### Sequential cells grouped by signal name

Drawn at 10 px/um. Other sequential cells in the stronger grey, the rest of the logic in the fainter grey.
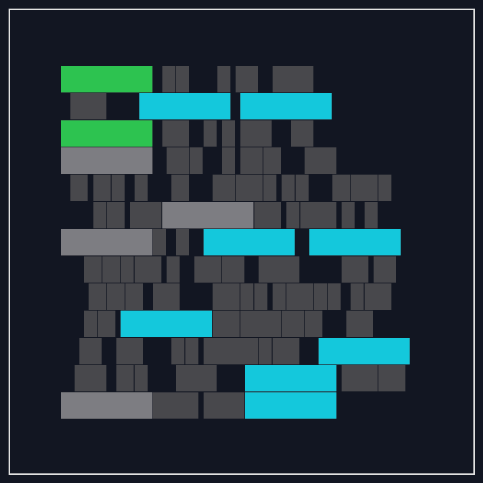
### Signal wires on met2

Drawn at 6 px/um.
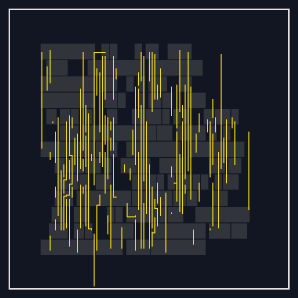
==> config.mk <==
export PLATFORM = sky130hd
export DESIGN_NAME = debounce_sync
export DESIGN_NICKNAME = d
export VERILOG_FILES = /design/src/rtl/debounce_sync.sv
export SDC_FILE = /design/constraint.sdc
export NUM_CORES = 1
export LEC_CHECK = 0
export ABC_AREA = 1
export CAP_MARGIN = 0
export CORE_MARGIN = 5
export CORE_UTILIZATION = 52
export CTS_BUF_LIST = sky130_fd_sc_hd__clkbuf_4
export DETAILED_ROUTE_END_ITERATION = 10
export PLACE_DENSITY = 0.75
export SYNTH_ARGS = -nofsm -noshare
export SYNTH_HDL_FRONTEND = slang
export SYNTH_SLANG_ARGS = --single-unit
==> constraint.sdc <==
create_clock -name clk -period 1.1 [get_ports clk]
set_input_delay 0.22 -clock clk [delete_from_list [all_inputs] [get_ports clk]]
set_output_delay 0.22 -clock clk [all_outputs]
set_load 0.005 [all_outputs]
==> Slide: Implementation Results <==
Key Metrics from the Run

Run status
  – Status: finished, violations left
  – Failing checks: setup timing

Final timing
  – Final setup violation count: 9
  – Slew @ Worst Pin: 201.5 ps
  – Worst Slack Setup Final: -145.1 ps
  – Period utilization: 113.2%
  – Max-Slew Margin vs Limit: 86.46%
  – Worst Clk Skew: 6.967 ps
  – Max-slew violation count: 0

Logic synthesis
  – Syn Std Cell Area: 686.9 um2
  – Yosys chip area: 686.9 um2
  – Yosys stat cell total: 81

Clocking
  – TritonCTS clock tree: done
  – Max Buffers Root-to-Sink: 2
  – Clock-pin slew on the worst setup and hold paths: 80 ps
  – Skew-Pair Late Insertion Delay: 290 ps

Detailed routing
  – Post-route ant nets: 0
  – Vias per cell: 4.886

Power
  – LEAKAGE: 0.4475 nW
  – VDD IR max: 731.8 uV

Floorplan
  – FP Rows: 13
  – Die W: 46.35 um
  – Die H: 46.35 um

Global route
  – Gr ovfl total: 0

Worst setup path
  – CP max stage cell: dfrtp_1
  – Critical path's most frequent cell: nand2_4
  – Worst-path cell chain: ha_2, nand2_4, nor2_4, nand2_4, nand2_4, buf_4, nor3_2
  – Arrival @ worst endpoint: 1460 ps
  – Critical path class: register to register
  – Critical Path Start Type: register
  – Cell count of the worst reg-to-reg path: 7
  – Reg2Reg Setup Slack: -150 ps

Run
  – OpenROAD warning count: 29

Final layout
  – Area growth, synth to finish: 28.78%

Placement
  – Worst slack at placement: -96.30 ps
-- 'Sequential cells grouped by signal name' (at the start) --
- cyan: cnt_q (flops 8)
- green: sync_q (flops 2)
register area: 350.3 um2
Final Util: 69.72%
sequential logic power: 0.543 mW
Seq/total area: 39.60%

-- 'Signal wires on met2' (at the start) --
- nets with wire on the layer: 85
- share of all routed wire: 51%
- wire length on this layer: 779 um
- main direction: vertical
- longest straight run: 23.8 um
DR vias: 557
Routed Wire Length: 1513 um

-- metal layers --
metal / routed length, um / vias up / track usage [%]
met4: 37 / 0 / 11.93
met2: 779 / 9 / 28.57
met1: 628 / 250 / 20.64
met3: 68 / 5 / 4.297
li1: - / 293 / -
met5: 0 / - / 0
-- worst max-delay path, delay by kind of cell (launching register included) --
family	cells	cell delay, ps
DFF	1	400
and+or+nand+nor	5	430
adders and majority gates	1	210
buffers and inverters	1	140
-- Yosys cell counts, types with 2 or more instances --
cell	number	area share [%]
o21ai_0	3	2.2
a21oi_1	2	1.5
o21ai_1	2	1.5
inv_1	7	3.8
inv_2	4	2.2
nand2_1	15	8.2
nor2_2	3	2.7
nor2_1	11	6.0
nand3_1	5	3.6
xor2_1	2	2.6
dfrtp_1	14	51
nand2_2	3	2.7
-- stage by stage --
step / total power [mW] / hold slack [ps] / utilization, % / instance area [um2]
floorplan: 0.5865 / -75.59 / - / 691.9
global placement: 0.6295 / 343.6 / 64.50 / 818.3
detailed placement: 0.6311 / 341.8 / 64.50 / 818.3
CTS: 0.9170 / 236.6 / 66.86 / 848.3
global route: 0.9587 / 237.4 / 69.72 / 884.6
finish: 0.9093 / 230.4 / 69.72 / 884.6
-- logic make-up after synthesis --
logic type      share of synthesized area (%)
fa+ha+maj                               1.821
compound gates                          7.468
simple gates                            30.24
flops                                   51.00
buf+inv                                 6.922
xor+xnor                                2.551
-- where the power goes --
part           total (mW)  internal, mW  switching [mW]
clock               0.287         0.127           0.160
sequential          0.543         0.530          0.0125
combinational      0.0795        0.0359          0.0436
-- area by class of cell --
class                   instances  area share (%)
flip-flops and latches         14           39.60
multi-input cells              55           37.62
repair buffers                 15           12.73
inverters                      12           5.375
clock buffers                   3           2.546
well taps                      15           2.122
-- repair_timing --
| action | CTS | global route |
|---|---|---|
| pin swaps | 2 | 4 |
| buffers inserted | 0 | 2 |
| setup endpoints to repair | 12 | 14 |
| gates resized | 7 | 10 |
Power figures rest on the tool's default switching activity, not on a simulated workload.
